$ cat config.mk
export PLATFORM = sky130hd
export DESIGN_NAME = bit_stream_serializer
export DESIGN_NICKNAME = d
export VERILOG_FILES = /design/src/rtl/bit_stream_serializer_pkg.sv /design/src/rtl/bit_stream_serializer_bit_period_timer.sv /design/src/rtl/bit_stream_serializer.sv
export SDC_FILE = /design/constraint.sdc
export NUM_CORES = 1
export LEC_CHECK = 0
export CORE_MARGIN = 2
export CORE_UTILIZATION = 40
export DETAILED_ROUTE_END_ITERATION = 6
export REMOVE_ABC_BUFFERS = 1
export SLEW_MARGIN = 20
export SYNTH_ARGS = -nofsm -noshare
export SYNTH_HDL_FRONTEND = slang
export SYNTH_SLANG_ARGS = --single-unit
export TNS_END_PERCENT = 30
$ cat constraint.sdc
create_clock -name clk -period 2.7 [get_ports clk]
set_clock_uncertainty 0.15 [all_clocks]
set_input_delay 0.81 -clock clk [delete_from_list [all_inputs] [get_ports clk]]
set_output_delay 0.81 -clock clk [all_outputs]
set_load 0.01 [all_outputs]
$ cat src/rtl/bit_stream_serializer_pkg.sv
// Shared definitions for the bit-stream serializer: state encoding and counter sizing.
package bit_stream_serializer_pkg;

    typedef enum logic [1:0] {
        ST_IDLE  = 2'b00,
        ST_SHIFT = 2'b01,
        ST_GAP   = 2'b10
    } state_t;

    // Bits needed to hold values 0..max_val, never less than one.
    function automatic int cnt_width(input int max_val);
        return (max_val < 1) ? 1 : $clog2(max_val + 1);
    endfunction

endpackage

$ cat src/rtl/bit_stream_serializer_bit_period_timer.sv
// Down-counter with load, automatic reload on terminal count, and a terminal-count strobe.
module bit_period_timer
    import bit_stream_serializer_pkg::*;
#(
    parameter int MAX_VAL = 1,
    parameter int CW      = cnt_width(MAX_VAL)
) (
    input  logic          clk,
    input  logic          rst,
    input  logic          i_load,
    input  logic          i_en,
    input  logic [CW-1:0] i_reload,
    output logic [CW-1:0] o_count,
    output logic          o_tc
);

    logic [CW-1:0] r_count;

    always_ff @(posedge clk or posedge rst) begin
        if (rst) begin
            r_count <= '0;
        end else if (i_load) begin
            r_count <= i_reload;
        end else if (i_en) begin
            r_count <= (r_count == '0) ? i_reload : r_count - CW'(1);
        end
    end

    assign o_count = r_count;
    assign o_tc    = (r_count == '0);

endmodule

$ cat src/rtl/bit_stream_serializer.sv
// Parallel-to-serial stage: accepts a word over valid/ready and emits it one bit per bit period.
module bit_stream_serializer
    import bit_stream_serializer_pkg::*;
#(
    parameter int   WIDTH      = 8,
    parameter int   BIT_CYCLES = 1,
    parameter int   MSB_FIRST  = 1,
    parameter int   GAP_BITS   = 0,
    parameter logic IDLE_BIT   = 1'b1
) (
    input  logic             clk,
    input  logic             rst,
    input  logic             load_valid,
    output logic             load_ready,
    input  logic [WIDTH-1:0] load_data,
    output logic             ser_out,
    output logic             ser_valid,
    output logic             busy,
    output logic             done
);

    localparam int BW      = $clog2(WIDTH) + 1;
    localparam int CYC_MAX = BIT_CYCLES - 1;
    localparam int GAP_CYC = GAP_BITS * BIT_CYCLES;
    localparam int GAP_MAX = (GAP_CYC > 0) ? GAP_CYC - 1 : 0;
    localparam int CW      = cnt_width(CYC_MAX);
    localparam int GW      = cnt_width(GAP_MAX);

    state_t           r_state;
    logic [WIDTH-1:0] r_shreg;
    logic [BW-1:0]    r_bit_cnt;
    logic             r_ser_out;
    logic             r_ser_valid;
    logic             r_done;

    logic [CW-1:0]    w_cyc_cnt;
    logic             w_cyc_tc;
    logic [GW-1:0]    w_unused_gap_cnt;
    logic             w_gap_tc;
    logic             w_end;
    logic             w_load_ready;
    logic             w_accept;
    logic             w_done_next;
    logic [WIDTH-1:0] w_shifted;

    function automatic logic head(input logic [WIDTH-1:0] v);
        return (MSB_FIRST != 0) ? v[WIDTH-1] : v[0];
    endfunction

    assign w_shifted    = (MSB_FIRST != 0) ? (r_shreg << 1) : (r_shreg >> 1);
    assign w_end        = (r_state == ST_SHIFT) && (r_bit_cnt == '0) && w_cyc_tc;
    assign w_load_ready = (r_state == ST_IDLE) || (w_end && (GAP_BITS == 0));
    assign w_accept     = load_valid && w_load_ready;

    bit_period_timer #(.MAX_VAL(CYC_MAX), .CW(CW)) u_cyc_timer (
        .clk      (clk),
        .rst      (rst),
        .i_load   (w_accept),
        .i_en     (r_state == ST_SHIFT),
        .i_reload (CW'(CYC_MAX)),
        .o_count  (w_cyc_cnt),
        .o_tc     (w_cyc_tc)
    );

    bit_period_timer #(.MAX_VAL(GAP_MAX), .CW(GW)) u_gap_timer (
        .clk      (clk),
        .rst      (rst),
        .i_load   (w_end && !w_accept),
        .i_en     (r_state == ST_GAP),
        .i_reload (GW'(GAP_MAX)),
        .o_count  (w_unused_gap_cnt),
        .o_tc     (w_gap_tc)
    );

    // done is registered, so it is raised one edge ahead: when the next cycle is the word's last.
    always_comb begin
        w_done_next = 1'b0;
        if (w_accept) begin
            w_done_next = (WIDTH == 1) && (BIT_CYCLES == 1);
        end else if ((r_state == ST_SHIFT) && !w_end) begin
            w_done_next = ((r_bit_cnt == '0) && (w_cyc_cnt == CW'(1))) ||
                          ((r_bit_cnt == BW'(1)) && w_cyc_tc && (BIT_CYCLES == 1));
        end
    end

    always_ff @(posedge clk or posedge rst) begin
        if (rst) begin
            r_state     <= ST_IDLE;
            r_shreg     <= '0;
            r_bit_cnt   <= '0;
            r_ser_out   <= IDLE_BIT;
            r_ser_valid <= 1'b0;
            r_done      <= 1'b0;
        end else begin
            r_done <= w_done_next;
            if (w_accept) begin
                r_state     <= ST_SHIFT;
                r_shreg     <= load_data;
                r_bit_cnt   <= BW'(WIDTH - 1);
                r_ser_out   <= head(load_data);
                r_ser_valid <= 1'b1;
            end else begin
                case (r_state)
                    ST_SHIFT: begin
                        if (w_end) begin
                            r_state     <= (GAP_BITS > 0) ? ST_GAP : ST_IDLE;
                            r_ser_out   <= IDLE_BIT;
                            r_ser_valid <= 1'b0;
                        end else if (w_cyc_tc) begin
                            r_shreg   <= w_shifted;
                            r_bit_cnt <= r_bit_cnt - BW'(1);
                            r_ser_out <= head(w_shifted);
                        end
                    end
                    ST_GAP: begin
                        if (w_gap_tc) begin
                            r_state <= ST_IDLE;
                        end
                    end
                    default: begin
                        r_state <= ST_IDLE;
                    end
                endcase
            end
        end
    end

    assign load_ready = w_load_ready;
    assign ser_out    = r_ser_out;
    assign ser_valid  = r_ser_valid;
    assign done       = r_done;
    assign busy       = (r_state != ST_IDLE);

endmodule
==> run_1/closeup.png <==
The bar under the picture is 10 um long. Region (12, 2) to (37, 27) um. Cells in grey, sequential cells in the stronger grey; small squares are vias.
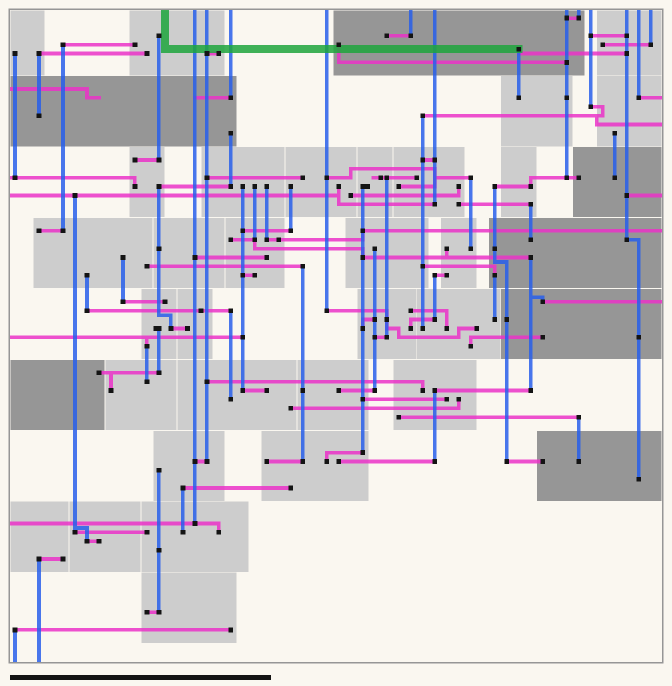
Green is M3. Magenta is M1. Blue is M2.
Sequential cells in the window: 5. Most frequent: buf_4 (6), dfrtp_1 (4), inv_1 (3). 34 logic cells have their middle in the window. Netlist names of flops here include r_bit_cnt (3).

==> run_1/placed.png <==
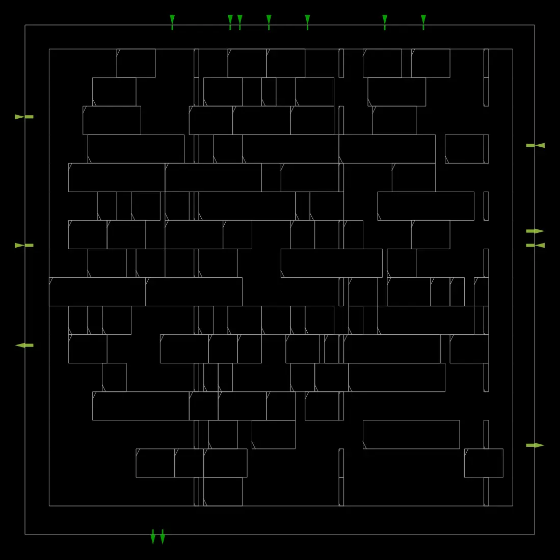
tap cells: 27
final standard cell utilization of the core: 53.2%

==> run_1/clock_wires.png <==
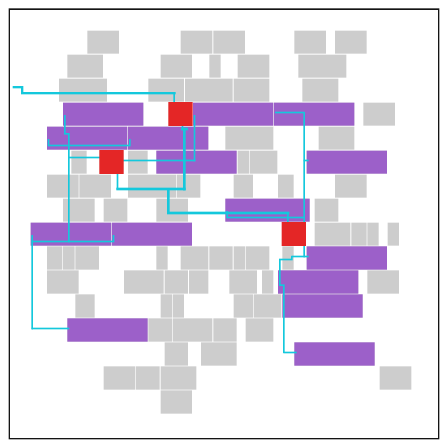
Cyan is clock wires, length 174 um. Red is clock-net drivers, count 3. Purple is flip-flops, count 15.
There are 4 routed clock nets.

==> notes.md, run 1 <==
Implementation progress

Yosys reports a chip area of around 790 sq um. The number of clock sinks came to 15. STA classifies the critical path endpoint as an output port. The area used by multi-input combinational logic stands at ~350 sq um.

Per the post-run analysis, buffers plus inverters along the critical path come to 2. The detail route stage leaves a number of antenna-violating nets equal to 0. For this sky-water flow run, the detailed-routed wirelength per cell is reported as 11.9 um. Among all flip-flop cells after synthesis, the most frequent one is dfrtp_1. The global-route met2 utilization stands at between 20 and 25%.

In the post-synthesis netlist, the biggest area contributors are dfrtp_1, mux2_4, mux2_2. The average instance in the mapped netlist occupies roughly 12 sq um. After detailed placement, the total cell area comes to just under 0.001 sq mm.

The finished layout holds 114 standard cells, fillers aside. Sequential cells were found to cover a little under half of the synthesized design area. The final antenna diode count stands at 0. After its last routability iteration, the placer logged a weighted congestion of a little over 0.7. Once detailed placement completed, the half-perimeter wirelength came to around 1000 um. As logged by OpenROAD, the buffers inserted on ports number 15. The run finished with clean final reports. The sum of internal, switching and leakage power stands at 1.04 mW.

The final critical path time including I/O delays and setup stands at ~2600 ps. At the worst endpoint, the arrival time is between 1500 and 2000 ps. Synthesis inferred 15 register bits. The post-synthesis instance area stands at between 700 and 800 sq um. The met1 layer usage reported by global route stands at about 16%. The global routing report lists met3 layer usage as roughly 5.6%. The starting density of the core stands at between 40 and 50%.

The total placed cells including tap cells stands at roughly 110. The total grt overflow stands at 0. The slowest stage of the critical path belongs to the cell dfrtp_1. The max-capacitance violation count stands at 0. The count of pins on the block boundary stands at 16. Of all nets on the critical path, the largest fanout is 4.

The report lists the power per cell area as approximately 1000 mW/mm^2. The tightest hold margin stands at between 300 and 400 ps. The number of antenna violations at the first check in global routing came to 0.

The transition time recorded at the tightest slew-check pin is between 500 and 600 ps. The count of cell types in the netlist stands at 30. The post-route netlist has between 20% and 30% of its cells at a drive strength greater than 1.

The clock-pin slew reported for the worst setup and hold paths after clock tree synthesis stands at 90 ps. In this run the critical register-to-register path is launched from r_bit_cnt[1]. For this run, the top clock speed supported by timing is 383 MHz. The depth of the critical timing path with buffers and inverters included stands at 5.

The floorplan has 16 rows. Max-slew check failures listed in the final report amount to 0. Measured in cells, the most critical reg-to-reg path has a length of 6. Looking at the global route congestion table, the highest-usage layer is met2.

The path class of the tightest hold or removal check is flip-flop to flip-flop. After technology mapping, the gate count stands at approximately 65. For reference, the critical path is launched at r_bit_cnt[1]. The pin count of the biggest net entering global routing stands at 16. Per the synthesis report, the single largest cell type by area occupies around 44% of cell area. Setup repair after global routing left no endpoint under its margin. The wire length reported by the detailed router stands at ~1400 um. The flop-to-flop setup slack stands at ~750 ps. The number of enable-type register cells in the synthesized netlist stands at 0.

For this run, the post-layout net count is just over 100. After floorplanning, the core was sized to cover just under 0.002 sq mm. dfrtp_1 takes more of the synthesized area than any other cell. By instance count after routing, the leading logic cell types are dfrtp_1, clkdlybuf4s50_1, buf_4. The setup TNS after final layout stands at 0 ps.

For this design, the CTS-stage hold fixing added 0 buffers. The final report gives the standard cell area, fillers excluded, as between 0.001 and 0.0015 sq mm. The cell count listed in synth_stat.txt stands at around 65. Sorting the synthesis cell report by count puts at the top dfrtp_1.
-- run 1: cells by family (layout without fill, tap and decap cells) --
kind of cell	after synthesis	after routing	share of synthesized area (%)
DFF	15	15	47.5
muxes	14	14	21.8
AOI/OAI and AO/OA	12	12	10.4
buffers and inverters	11	33	8.36
and+or+nand+nor	10	10	7.73
adders and majority gates	2	2	3.15
xor gates and xnor gates	1	1	1.10
-- run 1: per-layer routing --
layer	share of wire (%)	routed length (um)
met5	0	0
met4	0.44	6
met3	5.4	74
met2	49	667
met1	45	614
-- run 1: timing repair --
item | in CTS | in global routing
resized | 2 | 1
pin swaps | 0 | 0
setup endpoints to repair | 1 | 1
setup buffers | 0 | 1
-- run 1: layout make-up --
cell class	instances	area share (%)
inverters	6	2.20
flip-flops and latches	15	36.8
well taps	27	3.30
multi-input cells	39	34.5
repair buffers	23	20.6
clock buffers	4	2.57
-- run 1: worst min-delay path by stage --
stage                 startpoint          to  slack [ps]
global route          r_shreg[2]  r_shreg[3]         390
finish                r_shreg[4]  r_shreg[5]         370
floorplan           r_bit_cnt[3]        done         320
global placement      r_shreg[1]  r_shreg[2]         330
detailed placement    r_shreg[3]  r_shreg[4]         350
CTS                   r_shreg[3]  r_shreg[4]         370
-- run 1: report_power, final --
group	internal (mW)	total [mW]	leakage, nW	switching, mW
clock	0.0574	0.125	0.0150	0.0678
combinational	0.312	0.517	0.264	0.204
sequential	0.328	0.396	0.188	0.0683
total	0.697	1.04	0.466	0.340
-- run 1: sequential cells by signal (all words and copies together), names as in the netlist --
signal	flops
r_shreg	7
r_bit_cnt	4
done	1
r_state	1
ser_out	1
ser_valid	1
--- run 2 (diff from run 1) ---
--- a/config.mk
+++ b/config.mk
@@ -5,11 +5,14 @@
 export SDC_FILE = /design/constraint.sdc
 export NUM_CORES = 1
 export LEC_CHECK = 0
+export CELL_PAD_IN_SITES_DETAIL_PLACEMENT = 1
+export CELL_PAD_IN_SITES_GLOBAL_PLACEMENT = 2
 export CORE_MARGIN = 2
-export CORE_UTILIZATION = 40
+export CORE_UTILIZATION = 32
 export DETAILED_ROUTE_END_ITERATION = 6
+export PLACE_DENSITY_LB_ADDON = 0.1
 export REMOVE_ABC_BUFFERS = 1
-export SLEW_MARGIN = 20
+export SLEW_MARGIN = 5
 export SYNTH_ARGS = -nofsm -noshare
 export SYNTH_HDL_FRONTEND = slang
 export SYNTH_SLANG_ARGS = --single-unit
==> run_2/closeup.png <==
The bar under the picture is 10 um long. Region (14, 4) to (39, 29) um. Cells in grey, sequential cells in the stronger grey; small squares are vias.
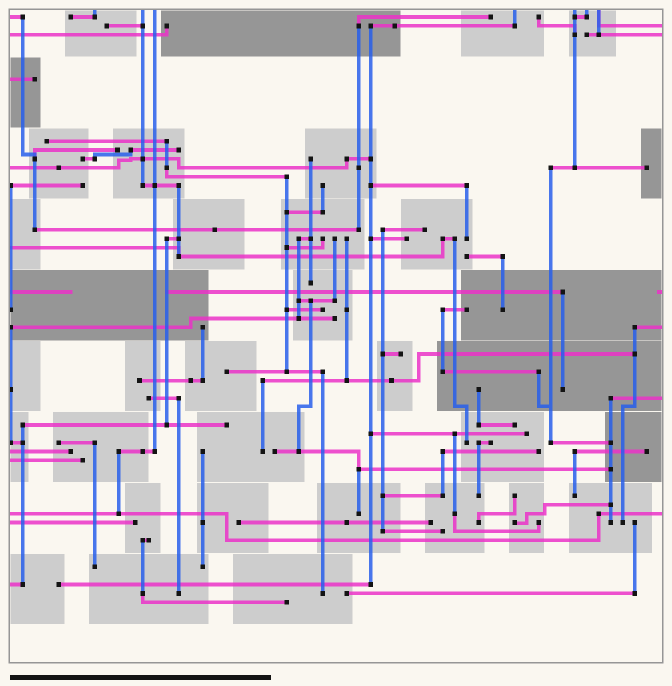
Magenta is M1. Blue is M2.
Sequential cells in the window: 4. Netlist names of flops here include r_bit_cnt (3), r_state (1). Most frequent: buf_4 (4), dfrtp_1 (4), inv_1 (3). 30 logic cells have their middle in the window.

==> run 2 against run 1 <==
Effect of this change:
- design area down 0.24%
- first-iteration DRC count up 100%
- worst setup slack better by 40 ps
- sequential share of layout area up 0.090 points
- non-clock buffer count down 1
- synthesized cell count unchanged
- die size up 23%
- cell count up 1.8%
- sequential cell count unchanged
- combinational power down 2%
==> notes.md, run 2 <==
Implementation progress

The hold-fix buffer count after cts stands at 0 (unchanged). The detailed-route wire length on metal 1 stands at 774 um (was 614 um). The clock-pin slew reported for the worst setup and hold paths after clock tree synthesis came to 100 ps (was 90 ps). The count of final max-slew check failures came to 0 (unchanged).

The setup fix buffers added after clock tree synthesis stands at 0 (unchanged). The post-synthesis instance area came to 793 sq um (unchanged). The post-synthesis cell count stands at 65 (unchanged).

The worst ir drop on vdd was 0.603 mV (was 0.481 mV). The arrival time at the worst endpoint stands at 1610 ps (was 1650 ps). The insertion delay of the later-clocked pin in the worst-skew pair stands at 290 ps (was 280 ps). The total clock sinks is 15 (unchanged). The proportion of netlist area held by the largest area contributor was 44.2% (unchanged). The number of antenna violations at the first check in global routing was 0 (unchanged). The detailed-route vias per instance was 4.83 (was 4.81). The met3 layer usage reported by global route came to 5.00% (was 5.56%). The tightest hold margin stands at 351 ps (was 365 ps). The detailed placer's ending HPWL is 1100 um (was 1020 um). The most flop-heavy register is r_shreg (unchanged). Synth area leaders: dfrtp_1, mux2_4, mux2_2 (unchanged). Commonest non-fill, non-tap cells in the layout: dfrtp_1, clkdlybuf4s50_1, buf_4 (unchanged). The number of enable-type register cells in the synthesized netlist stands at 0 (unchanged). The floorplan core area stands at 0.00241 sq mm (was 0.00192 sq mm). The final critical path time including I/O delays and setup stands at 2570 ps (was 2610 ps).

The yosys synthesis chip area stands at 793 sq um (unchanged). The final antenna diode count stands at 0 (unchanged). The fraction of the yosys area taken by sequential cells is 47.5% (unchanged).

The post-layout instance area is 0.00102 sq mm (about the same). The global-route met2 utilization stands at 19.3% (was 20.6%). The top cell type by instance count after synthesis is dfrtp_1 (unchanged). The met1 layer usage reported by global route stands at 16.5% (was 16.3%). The layer with the highest usage was met2 (unchanged). The count of non-filler cells in the finished layout stands at 116 (was 114). The number of flip-flops and latches in the synthesized netlist stands at 15 (unchanged).

The cell area after placement came to 990 sq um (was 986 sq um). The total power divided by cell area came to 1020 mW/mm^2 (about the same). The pin count of the biggest net entering global routing was 16 (unchanged). The average wire per cell in the routed design was 13.5 um (was 11.9 um). Largest registers: r_shreg x7, r_bit_cnt x4 (unchanged). The worst slew slack as a fraction of its limit came to 61.0% (was 63.4%). The share of final-layout standard cells stronger than drive strength 1 stands at 30.2% (was 29.9%). The count of buffers from port buffering stands at 15 (unchanged). The largest area contributor in the netlist was dfrtp_1 (unchanged). The count of pins on the block boundary came to 16 (unchanged). The cell count listed in synth_stat.txt is 65 (unchanged). The final core utilization stands at 42.3% (was 53.2%). The slew at the pin with the worst max-slew slack stands at 585 ps (was 548 ps).

The flip-flop count of the largest register, all copies and words added came to 7 (unchanged). The largest fanout on the critical path stands at 2 (was 4). The sum of internal, switching and leakage power was 1.04 mW (about the same).

The sum of met2 wire segment lengths after detailed routing is 704 um (was 667 um). The tally of nets with antenna violations remaining after routing came to 0 (unchanged). The max-capacitance violation count is 0 (unchanged). The final-report hold violation count was 0 (unchanged). The total placed cells including tap cells stands at 112 (was 109).

The mean instance size in the synthesized netlist was 12.2 sq um (unchanged). The post-layout net count is 100 (was 101). The wire length reported by the detailed router came to 1560 um (was 1360 um).

Run status: completed (unchanged). RSZ-0062 raised after global routing: no (unchanged). The total grt overflow stands at 0 (unchanged). The count of warnings emitted by yosys is 0 (unchanged). The setup TNS after final layout came to 0 ps (unchanged). The routed length on met3 stands at 69 um (was 74 um). The count of cell types in the netlist is 30 (unchanged). The fmax stands at 389 MHz (was 383 MHz). The area used by multi-input combinational logic is 353 sq um (unchanged). The setup slack at placement came to 97.2 ps (was 75.2 ps). The starting density of the core stands at 32.9% (was 41.3%).

The critical path endpoint category is an output port (unchanged). The kind of path behind the tightest hold check was flip-flop to flip-flop (unchanged). The routability-driven placement congestion ratio stands at 0.705 (was 0.723).
-- run 2: cell counts after synthesis --
Identical to the previous run, type by type.
-- run 2: critical path, stage by stage, from the launching register on --
cell and delay [ps]:
dfrtp_1 390, inv_1 80, ha_1 150, or3b_4 400, nand2_4 80, clkdlybuf4s15_1 230
-- run 2: final cells by class --
cell class	instances	share of cell area [%]
Sequential cell	15	36.9
Timing Repair Buffer	22	19.9
Clock inverter	1	0.491
Tap cell	30	3.68
Multi-Input combinational cell	39	34.6
Clock buffer	3	2.21
Inverter	6	2.21
-- run 2: logic make-up after synthesis --
group / synth area share, %
flip-flops: 47.5
multiplexers: 21.8
XOR/XNOR: 1.10
AND/OR/NAND/NOR: 7.73
buffers and inverters: 8.36
AND-OR/OR-AND: 10.4
adder cells (fa/ha/maj): 3.15
-- run 2: timing repair --
action / CTS / global route
pin swaps: 0 / 0
endpoints found under the setup margin: 1 / 1
resized: 2 / 1
hold endpoints to repair: 0 / 0
-- run 2: report_power, final --
part           internal [mW]  leakage (nW)  switching [mW]
clock network         0.0550        0.0177          0.0754
registers              0.327         0.188          0.0762
logic                  0.307         0.259           0.199
total                  0.689         0.465           0.351
-- run 2: path summary, 6_finish.rpt --
| kind | from | endpoint | slack (ps) | depth (start not counted) |
|---|---|---|---|---|
| min in group asynchronous | rst | r_shreg[0] | 720 | 2 |
| worst max register to register | r_bit_cnt[1] | r_shreg[6] | 780 | 6 |
| worst min register to register | r_shreg[2] | r_shreg[3] | 350 | 1 |
| worst min-delay path | r_shreg[2] | r_shreg[3] | 350 | 1 |
| worst max-delay path | r_bit_cnt[1] | load_ready | 130 | 5 |
| max in group asynchronous | rst | r_bit_cnt[1] | 1290 | 2 |
--- run 3 (diff from run 2) ---
--- a/config.mk
+++ b/config.mk
@@ -5,6 +5,7 @@
 export SDC_FILE = /design/constraint.sdc
 export NUM_CORES = 1
 export LEC_CHECK = 0
+export CAP_MARGIN = 20
 export CELL_PAD_IN_SITES_DETAIL_PLACEMENT = 1
 export CELL_PAD_IN_SITES_GLOBAL_PLACEMENT = 2
 export CORE_MARGIN = 2
@@ -12,7 +13,6 @@
 export DETAILED_ROUTE_END_ITERATION = 6
 export PLACE_DENSITY_LB_ADDON = 0.1
 export REMOVE_ABC_BUFFERS = 1
-export SLEW_MARGIN = 5
 export SYNTH_ARGS = -nofsm -noshare
 export SYNTH_HDL_FRONTEND = slang
 export SYNTH_SLANG_ARGS = --single-unit
==> run_3/clock_wires.png <==
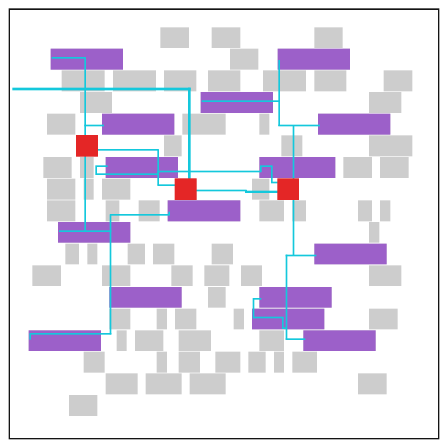
Red is clock-net drivers, count 3. Purple is flip-flops, count 15. Cyan is clock wires, length 228 um.
There are 4 routed clock nets.
reported clock group power: 0.130 mW
Late-Pin Clk Latency: 290 ps
power share of the clock group: 12.5%

==> run 3 against run 2 <==
Effect of this change:
- design area is the same
- worst hold slack unchanged
- sequential power about the same
- first-iteration DRC count stayed put
- highest routed layer unchanged
==> notes.md, run 3 <==
Implementation progress

The final antenna diode count was 0 (unchanged). The final-report hold violation count came to 0 (unchanged). The first element of the critical path is r_bit_cnt[1] (unchanged). The detailed placer's ending HPWL was 1100 um (unchanged).

The maximum cell stage delay along the critical path stands at 400 ps (about the same). The most flop-heavy register was r_shreg (unchanged). The setup slack at placement came to 97.2 ps (unchanged). The post-layout net count stands at 100 (unchanged). The count of final max-slew check failures was 0 (unchanged). The reported leakage power stands at 0.465 nW (unchanged). The reg-to-reg startpoint is r_bit_cnt[1] (unchanged). The number of antenna violations at the first check in global routing stands at 0 (unchanged). The floorplan core area came to 0.00241 sq mm (unchanged).

The XOR/XNOR share of the synthesized area stands at 1.10% (unchanged). The dominant register cell was dfrtp_1 (unchanged). The wire length reported by the detailed router stands at 1560 um (unchanged). The post-synthesis cell count stands at 65 (unchanged).

The detailed-router iteration count before antenna repair is 3 (unchanged). The total placed cells including tap cells was 112 (unchanged). The multiplexer share of the synthesized area came to 21.8% (unchanged).

The aggregate global-route resource usage was 12.7% (unchanged). The number of enable-type register cells in the synthesized netlist stands at 0 (unchanged). The worst slew slack as a fraction of its limit came to 61.0% (unchanged). The aoi/oai-family share of the synthesized area was 10.4% (unchanged). Commonest non-fill, non-tap cells in the layout: dfrtp_1, clkdlybuf4s50_1, buf_4 (unchanged). The total clock sinks stands at 15 (unchanged). The post-synthesis instance area was 793 sq um (unchanged). The setup fix buffers added after clock tree synthesis stands at 0 (unchanged).

The fraction of the yosys area taken by sequential cells stands at 47.5% (unchanged). The arrival time at the worst endpoint stands at 1610 ps (about the same). The launch instance of the worst min-delay path was r_shreg[2] (unchanged).

The setup TNS after final layout was 0 ps (unchanged). The pin count of the biggest net entering global routing came to 16 (unchanged). The worst-case setup margin in the final layout was 129 ps (unchanged). The share of final-layout standard cells stronger than drive strength 1 is 30.2% (unchanged). The critical path buffer and inverter count came to 2 (unchanged). The critical path endpoint category is an output port (unchanged). The hold-fix buffer count after cts stands at 0 (unchanged). The worst ir drop on vdd is 0.603 mV (unchanged). The cell count listed in synth_stat.txt stands at 65 (unchanged). The cell area after placement was 990 sq um (unchanged). The flip-flop count of the largest register, all copies and words added stands at 7 (unchanged). The final core utilization stands at 42.3% (unchanged). The routed length on met3 stands at 69 um (unchanged).

The detailed-route vias per instance is 4.83 (unchanged). The area fraction in and, or, nand and nor cells stands at 7.73% (unchanged). The proportion of netlist area held by the largest area contributor came to 44.2% (unchanged). The final critical path time including I/O delays and setup stands at 2570 ps (unchanged). Cell breakdown of the critical path: inv_1, ha_1, or3b_4, nand2_4, clkdlybuf4s15_1 (unchanged). The synthesized-area fraction occupied by adder cells stands at 3.15% (unchanged).

The count of pins on the block boundary stands at 16 (unchanged). The largest fanout on the critical path was 2 (unchanged). The fmax stands at 389 MHz (unchanged). The top cell type by instance count after synthesis is dfrtp_1 (unchanged). The starting density of the core is 32.9% (unchanged). The routability-driven placement congestion ratio came to 0.705 (unchanged).

The count of non-filler cells in the finished layout stands at 116 (unchanged). Synth area leaders: dfrtp_1, mux2_4, mux2_2 (unchanged). The count of buffers from port buffering stands at 15 (unchanged). The slew at the pin with the worst max-slew slack came to 585 ps (unchanged). The sort of element at the start of the critical path is a flip-flop (unchanged). The number of standard-cell rows in the floorplan stands at 18 (unchanged).

The max-capacitance violation count came to 0 (unchanged). The largest family of logic cells by area was multiplexers (unchanged). The highest metal layer used by the detailed router was met4 (unchanged). The tightest hold margin was 351 ps (unchanged). The count of cell types in the netlist stands at 30 (unchanged). The clock-pin slew reported for the worst setup and hold paths after clock tree synthesis stands at 100 ps (about the same). Run status: completed (unchanged). The tally of nets with antenna violations remaining after routing stands at 0 (unchanged). The kind of path behind the tightest hold check was flip-flop to flip-flop (unchanged). The largest area contributor in the netlist is dfrtp_1 (unchanged). The total grt overflow stands at 0 (unchanged).

Largest registers: r_shreg x7, r_bit_cnt x4 (unchanged). The yosys synthesis chip area stands at 793 sq um (unchanged). The count of warnings emitted by yosys stands at 0 (unchanged). The mean instance size in the synthesized netlist stands at 12.2 sq um (unchanged). The slowest cell on the critical path is or3b_4 (unchanged).

The detailed-route wire length on metal 1 stands at 774 um (unchanged). The number of flip-flops and latches in the synthesized netlist stands at 15 (unchanged). The average wire per cell in the routed design came to 13.5 um (unchanged). The sum of internal, switching and leakage power is 1.04 mW (unchanged).
==> run 3: cell counts after synthesis <==
No cell type changed its count.
==> run 3: power breakdown <==
part           leakage (nW)  total (mW)  internal (mW)  switching [mW]
Clock                0.0177       0.130         0.0550          0.0754
Combinational         0.259       0.506          0.307           0.199
Sequential            0.188       0.403          0.327          0.0762
Total                 0.465        1.04          0.689           0.351
==> run 3: area by class of cell <==
| class | count | area (sq um) |
|---|---|---|
| Clock inverter | 1 | 5.00 |
| Fill cell | 265 | 1390 |
| Timing Repair Buffer | 22 | 203 |
| Inverter | 6 | 22.5 |
| Tap cell | 30 | 37.5 |
| Clock buffer | 3 | 22.5 |
| Multi-Input combinational cell | 39 | 353 |
| Sequential cell | 15 | 377 |
==> run 3: final timing paths <==
path	endpoint	slack [ps]	cells past startpoint
min	r_shreg[3]	350	1
max	load_ready	130	5
min in group asynchronous	r_shreg[0]	720	2
min reg2reg	r_shreg[3]	350	1
max in group asynchronous	r_bit_cnt[1]	1290	2
max reg2reg	r_shreg[6]	780	6
==> run 3: metal layers <==
layer,vias to the layer above,GRT usage (%)
met5,-,0
met4,0,3.85
met3,2,5.00
met2,12,19.3
met1,275,16.5
li1,271,-
==> run 3: cell families (layout without fill, tap and decap cells) <==
group,after synthesis,in the layout
AOI/OAI and AO/OA,12,12
adders and majority gates,2,2
muxes,14,14
DFF,15,15
buffers and inverters,11,32
xor gates and xnor gates,1,1
and+or+nand+nor,10,10
==> run 3: worst reg2reg max path: stages, from the launching register on <==
cell     delay [ps]
dfrtp_1         390
inv_1            80
ha_1            150
or3b_4          400
nand2_4          80
buf_4           220
mux2_2          360
==> run 3: what timing repair did <==
action,4_1_cts,5_1_grt
pin swaps,0,0
endpoints found under the hold margin,0,0
setup endpoints to repair,1,1
gates resized,2,1

==> screenshots <==
Routed metal per tile.
shot_01.png
11 x 11 tiles, from black (low) to pale yellow (high), scaled to the fullest tile. Values are wire area over tile area, all layers added.
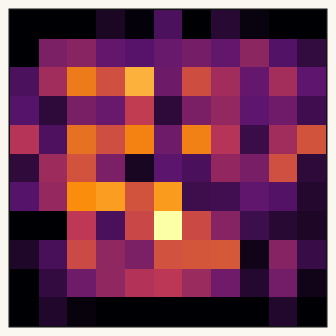
shot_02.png
10 x 10 tiles, from black (low) to pale yellow (high), scaled to the fullest tile. Values are wire area over tile area, all layers added.
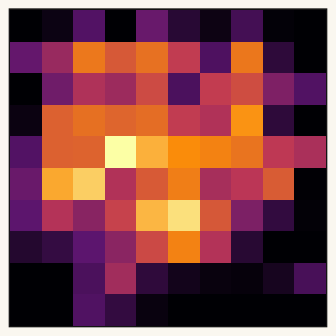
shot_02.png comes from run 1.
shot_01.png comes from run 3.

No activity file was given, so power comes from the tool's default toggle rates.
